$ cat src/rtl/ram_fifo_pkg.sv
`default_nettype none
// ============================================================================
//  Module      : ram_fifo_pkg
//  Description : Shared defaults and type definitions for the RAM-backed FIFO
//                controller (controller FSM states and arbiter grant encoding).
//  Ports       : none (package)
//  Revision    : 1.0  initial release
// ============================================================================
package ram_fifo_pkg;

  localparam int DATA_W_DEF = 10;  // RAM word width
  localparam int ADDR_W_DEF = 8;   // RAM address width, depth = 2**ADDR_W

  // Controller state: S_RD is the single cycle in which Ram_Dout carries the
  // word whose read was issued on the previous cycle.
  typedef enum logic {
    S_IDLE = 1'b0,
    S_RD   = 1'b1
  } state_t;

  // Which side won the most recent push/pop conflict.
  typedef enum logic {
    GRANT_WRITE = 1'b0,
    GRANT_READ  = 1'b1
  } grant_t;

endpackage : ram_fifo_pkg
`default_nettype wire

$ cat src/rtl/ram_fifo_arb.sv
`default_nettype none
// ============================================================================
//  Module      : ram_fifo_arb
//  Description : Two-way alternating-priority arbiter for the single RAM port.
//                A lone request always wins. When both sides request in the
//                same cycle, the side that lost the previous conflict wins and
//                the remembered winner is updated.
//  Ports       : clk       - clock
//                rst       - synchronous active-high reset
//                i_wr_req  - push side is eligible for the RAM port
//                i_rd_req  - pop side is eligible for the RAM port
//                o_wr_gnt  - push side owns the RAM port this cycle
//                o_rd_gnt  - pop side owns the RAM port this cycle
//  Revision    : 1.0  initial release
// ============================================================================
module ram_fifo_arb
  import ram_fifo_pkg::*;
(
  input  logic clk,
  input  logic rst,
  input  logic i_wr_req,
  input  logic i_rd_req,
  output logic o_wr_gnt,
  output logic o_rd_gnt
);

  grant_t r_last_grant;
  logic   w_conflict;

  assign w_conflict = i_wr_req & i_rd_req;

  // Grants are mutually exclusive by construction: on a conflict exactly one
  // of the two terms below is true.
  always_comb begin
    o_rd_gnt = i_rd_req & (~i_wr_req | (r_last_grant == GRANT_WRITE));
    o_wr_gnt = i_wr_req & (~i_rd_req | (r_last_grant == GRANT_READ));
  end

  // Reset to GRANT_WRITE so the very first conflict goes to the read side.
  // Only conflicts move the priority; uncontested grants leave it alone.
  always_ff @(posedge clk) begin
    if (rst) begin
      r_last_grant <= GRANT_WRITE;
    end else if (w_conflict) begin
      r_last_grant <= (r_last_grant == GRANT_WRITE) ? GRANT_READ : GRANT_WRITE;
    end
  end

endmodule : ram_fifo_arb
`default_nettype wire

$ cat src/rtl/ram_fifo_ctrl.sv
`default_nettype none
// ============================================================================
//  Module      : ram_fifo_ctrl
//  Description : Circular-buffer controller turning a single-port synchronous
//                RAM (one-cycle read latency) into a FIFO with a push port and
//                a registered valid/ready pop port. Push and pop share the RAM
//                port through an alternating-priority arbiter.
//  Options     : RAM_FIFO_STATUS_EN - adds sticky Ovf_Err / Udf_Err outputs.
//  Ports       : Clk, Rst           - clock, synchronous active-high reset
//                In_Data/In_Valid   - push data / request
//                In_Ready           - push accepted this cycle (combinational)
//                Out_Data/Out_Valid - registered pop data / valid
//                Out_Ready          - consumer takes Out_Data
//                Count              - words in RAM not yet read-issued
//                Ram_Din/Addr/En/We - RAM controls (combinational from grant)
//                Ram_Dout           - RAM read data, valid one cycle after read
//                Ovf_Err/Udf_Err    - sticky status (RAM_FIFO_STATUS_EN only)
//  Revision    : 1.0  initial release
// ============================================================================
module ram_fifo_ctrl
  import ram_fifo_pkg::*;
#(
  parameter int DATA_W = DATA_W_DEF,
  parameter int ADDR_W = ADDR_W_DEF
) (
  input  logic              Clk,
  input  logic              Rst,
  input  logic [DATA_W-1:0] In_Data,
  input  logic              In_Valid,
  output logic              In_Ready,
  output logic [DATA_W-1:0] Out_Data,
  output logic              Out_Valid,
  input  logic              Out_Ready,
  output logic [ADDR_W:0]   Count,
  output logic [DATA_W-1:0] Ram_Din,
  output logic [ADDR_W-1:0] Ram_Addr,
  output logic              Ram_En,
  output logic              Ram_We,
  input  logic [DATA_W-1:0] Ram_Dout
`ifdef RAM_FIFO_STATUS_EN
  ,
  output logic              Ovf_Err,
  output logic              Udf_Err
`endif
);

  localparam logic [ADDR_W:0]   c_DEPTH   = {1'b1, {ADDR_W{1'b0}}};
  localparam logic [ADDR_W:0]   c_CNT_ONE = {{ADDR_W{1'b0}}, 1'b1};
  localparam logic [ADDR_W-1:0] c_PTR_ONE = {{(ADDR_W-1){1'b0}}, 1'b1};

  logic [ADDR_W-1:0] r_wr_ptr;
  logic [ADDR_W-1:0] r_rd_ptr;
  logic [ADDR_W:0]   r_count;
  state_t            r_state;
  logic [DATA_W-1:0] r_out_data;
  logic              r_out_valid;

  logic w_full;
  logic w_empty;
  logic w_pop;
  logic w_wr_req;
  logic w_rd_req;
  logic w_wr_gnt;
  logic w_rd_gnt;

  assign w_full  = (r_count == c_DEPTH);
  assign w_empty = (r_count == '0);
  assign w_pop   = r_out_valid & Out_Ready;

  // Requests are masked during reset so the RAM sees no access in that cycle.
  assign w_wr_req = ~Rst & In_Valid & ~w_full;

  // A read may only be issued when the output register is free by the time
  // the data comes back: either empty now or being popped this cycle. Being
  // in S_IDLE limits the pop side to one read per two cycles.
  assign w_rd_req = ~Rst & ~w_empty & (r_state == S_IDLE) & (~r_out_valid | Out_Ready);

  ram_fifo_arb u_arb (
    .clk      (Clk),
    .rst      (Rst),
    .i_wr_req (w_wr_req),
    .i_rd_req (w_rd_req),
    .o_wr_gnt (w_wr_gnt),
    .o_rd_gnt (w_rd_gnt)
  );

  // RAM port is driven straight from the grant; idle cycles park at zero.
  always_comb begin
    Ram_En   = w_wr_gnt | w_rd_gnt;
    Ram_We   = w_wr_gnt;
    Ram_Din  = '0;
    Ram_Addr = '0;
    if (w_wr_gnt) begin
      Ram_Addr = r_wr_ptr;
      Ram_Din  = In_Data;
    end else if (w_rd_gnt) begin
      Ram_Addr = r_rd_ptr;
    end
  end

  assign In_Ready  = w_wr_gnt;
  assign Count     = r_count;
  assign Out_Data  = r_out_data;
  assign Out_Valid = r_out_valid;

  always_ff @(posedge Clk) begin
    if (Rst) begin
      r_wr_ptr    <= '0;
      r_rd_ptr    <= '0;
      r_count     <= '0;
      r_state     <= S_IDLE;
      r_out_data  <= '0;
      r_out_valid <= 1'b0;
    end else begin
      if (w_wr_gnt) begin
        r_wr_ptr <= r_wr_ptr + c_PTR_ONE;
      end
      if (w_rd_gnt) begin
        r_rd_ptr <= r_rd_ptr + c_PTR_ONE;
      end

      // Grants are exclusive, so Count moves by at most one per cycle.
      if (w_wr_gnt) begin
        r_count <= r_count + c_CNT_ONE;
      end else if (w_rd_gnt) begin
        r_count <= r_count - c_CNT_ONE;
      end

      case (r_state)
        S_IDLE: begin
          if (w_pop) begin
            r_out_valid <= 1'b0;
          end
          if (w_rd_gnt) begin
            r_state <= S_RD;
          end
        end
        S_RD: begin
          // The output register is guaranteed free here (checked when the
          // read was issued), so the capture never overwrites unread data.
          r_out_data  <= Ram_Dout;
          r_out_valid <= 1'b1;
          r_state     <= S_IDLE;
        end
        default: begin
          r_state <= S_IDLE;
        end
      endcase
    end
  end

`ifdef RAM_FIFO_STATUS_EN
  logic r_ovf_err;
  logic r_udf_err;

  always_ff @(posedge Clk) begin
    if (Rst) begin
      r_ovf_err <= 1'b0;
      r_udf_err <= 1'b0;
    end else begin
      if (In_Valid && w_full) begin
        r_ovf_err <= 1'b1;
      end
      // Underflow: consumer is asking, nothing is held, nothing is stored
      // and no read is in flight.
      if (Out_Ready && !r_out_valid && w_empty && (r_state == S_IDLE)) begin
        r_udf_err <= 1'b1;
      end
    end
  end

  assign Ovf_Err = r_ovf_err;
  assign Udf_Err = r_udf_err;
`endif

endmodule : ram_fifo_ctrl
`default_nettype wire

$ cat config.mk
export PLATFORM = sky130hd
export DESIGN_NAME = ram_fifo_ctrl
export DESIGN_NICKNAME = d
export VERILOG_FILES = /design/src/rtl/ram_fifo_pkg.sv /design/src/rtl/ram_fifo_arb.sv /design/src/rtl/ram_fifo_ctrl.sv
export SDC_FILE = /design/constraint.sdc
export NUM_CORES = 1
export LEC_CHECK = 0
export CORE_MARGIN = 1.5
export CORE_UTILIZATION = 30
export DETAILED_ROUTE_END_ITERATION = 8
export PLACE_DENSITY = 0.62
export SLEW_MARGIN = 15
export SYNTH_ARGS = -nofsm -noshare
export SYNTH_HDL_FRONTEND = slang
export SYNTH_HIERARCHICAL = 1
export SYNTH_SLANG_ARGS = --single-unit
$ cat constraint.sdc
create_clock -name Clk -period 8.55 [get_ports Clk]
set_clock_uncertainty 0.05 [all_clocks]
set_input_delay 1.71 -clock Clk [delete_from_list [all_inputs] [get_ports Clk]]
set_output_delay 1.71 -clock Clk [all_outputs]
set_load 0.1 [all_outputs]
==> images/clock_nets.png <==
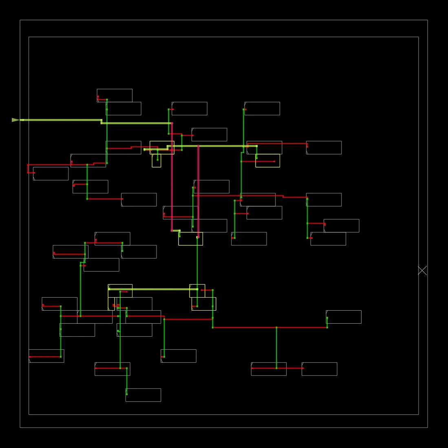
clock sink count: 38
number of clock buffers in the layout: 6
final sequential cell count: 38
total CTS buffers: 5

==> images/gates.png <==
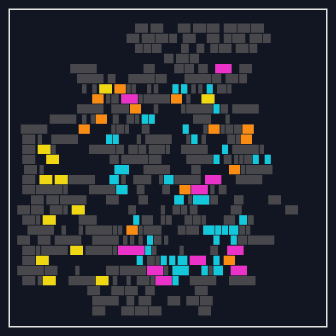
[aoi and oai cells] cyan | cells: 39 | most used: a21oi_1
[xor and xnor cells] orange | cells: 13 | most used: xor2_1
[fa/ha/maj cells] magenta | cells: 10 | most used: ha_1
[mux cells] yellow | cells: 12 | most used: mux2i_1
post-route non-filler standard cell count: 381
combinational fraction of the cell area: 42.5%
most frequently placed logic cell in the final layout: clkdlybuf4s50_1

[how the worst max path moves through the flow]
stage,startpoint,to,slack [ns],depth (start not counted)
after floorplan,Rst,Ram_Addr[1],0.94,8
after global placement,Rst,Ram_Din[2],1.74,7
after detailed placement,Rst,Ram_En,1.69,7
after CTS,Rst,Ram_En,1.70,7
after global routing,Rst,Ram_En,1.33,7
final,Rst,Ram_En,1.62,7
[logic make-up after synthesis]
logic type / after synthesis / synth area share [%]
and+or+nand+nor: 105 / 25.8
buffers and inverters: 20 / 4.14
xor gates and xnor gates: 13 / 5.62
AOI/OAI and AO/OA: 45 / 14.4
muxes: 12 / 5.93
DFF: 38 / 37.6
adders and majority gates: 10 / 6.55
[worst max-delay path, stage by stage]
cell             delay, ns
clkdlybuf4s50_1       0.63
buf_4                 0.36
nor4_1                0.65
a21boi_1              0.93
nor2_2                0.33
inv_1                 0.23
buf_4                 0.32
[where the power goes]
part	internal, uW	switching [uW]	total [uW]	leakage [uW]
clock network	57.6	66.3	124	0.0000452
registers	209	40.9	250	0.000310
logic	183	425	607	0.000704
total	450	532	981	0.00106
[state kept, by name, summed over array words and instances, names as in the netlist]
name	count
Out_Valid	1
u_arb/r_last_grant	1
r_state	1
Out_Data	10
Count	9
r_wr_ptr	8
r_rd_ptr	8
[per-stage QoR]
step	hold WS, ns	total power (uW)	instance area [um2]	utilization [%]	cells
final	0.452	981	2790	43.4	381
after global routing	0.490	1040	2790	43.4	381
after CTS	0.454	985	2790	43.4	381
after detailed placement	0.437	861	2700	42.0	373
after global placement	0.421	856	2700	42.0	373
after floorplan	0.408	733	2020	-	243
[per-layer routing]
metal | wire [um] | vias up
met2 | 2290 | 30
met1 | 2380 | 881
met3 | 177 | 4
met4 | 41 | 0
li1 | - | 956
met5 | 0 | -
==> deck_impl_summary.md <==
Flow Results at a Glance

Worst setup path
  • Register-to-register path setup slack: 5.19 ns
  • Data arrival time at the worst-slack endpoint: 5.17 ns
  • Category of the worst setup path launch point: input port

Routing
  • DRC: 1
  • Number of search-and-repair iterations in the first detailed-routing pass: 6
  • Avg Vias per Cell: 4.91
  • Total via count after detailed routing: 1871

Layout
  • Register share of the cell area: 27.3%
  • Non-clock buffer area fraction after layout: 22.7%
  • MI comb cells: 185
  • Footprint of the flip-flops and latches: 761 um2
  • Post-layout net count: 337

Timing
  • Shortest period the worst path allows: 6.93 ns
  • Achievable frequency: 144 MHz

Min path
  • Number of instances on the worst hold path: 2

GRT
  • Layer carrying the most global-route usage: met2
  • Total track usage: 14.1%
  • Vias in the first global route: 1779
  • Met3 GRT Util: 3.40%
  • Antenna violations before repair: 0

Die
  • Area of the core region: 6420 um2
  • Number of primary I/O pins: 65
  • Vertical extent of the die: 85.1 um
  • Tap cells: 77

Status
  • Failing checks: DRC
  • Result of the run: finished, violations left

Yosys
  • Most common cell in the synthesized netlist: dfxtp_1
  • Sequential-to-total area share from yosys stat: 37.6%
  • Synthesis area per yosys: 2020 um2
  • Main flop type: dfxtp_1
  • Number of flops mapped to enable cells by yosys: 0
  • Biggest area consumer among synthesized cells: dfxtp_1
  • Biggest area cells: dfxtp_1 (38%), nor2_1 (6.5%), mux2i_1 (5.9%)
  • Distinct lib cells: 43
  • FFs w/ async S/R, synth: 0%
  • Synthesized instance count: 243

Placement
  • Pre-CTS WS: 1.69 ns
  • GPL Wtd Cong: 0.839

CTS
  • Clock transition at the register clock pins on the worst setup and hold paths after CTS: 0.08 ns
  • Post-CTS setup repair buffer count: 0
  • Clk root buf: clkbuf_8

Power and ir drop
  • Leakage power total: 0.00106 uW
  • VDD IR-drop max: 0.155 mV
Power figures rest on the tool's default switching activity, not on a simulated workload.
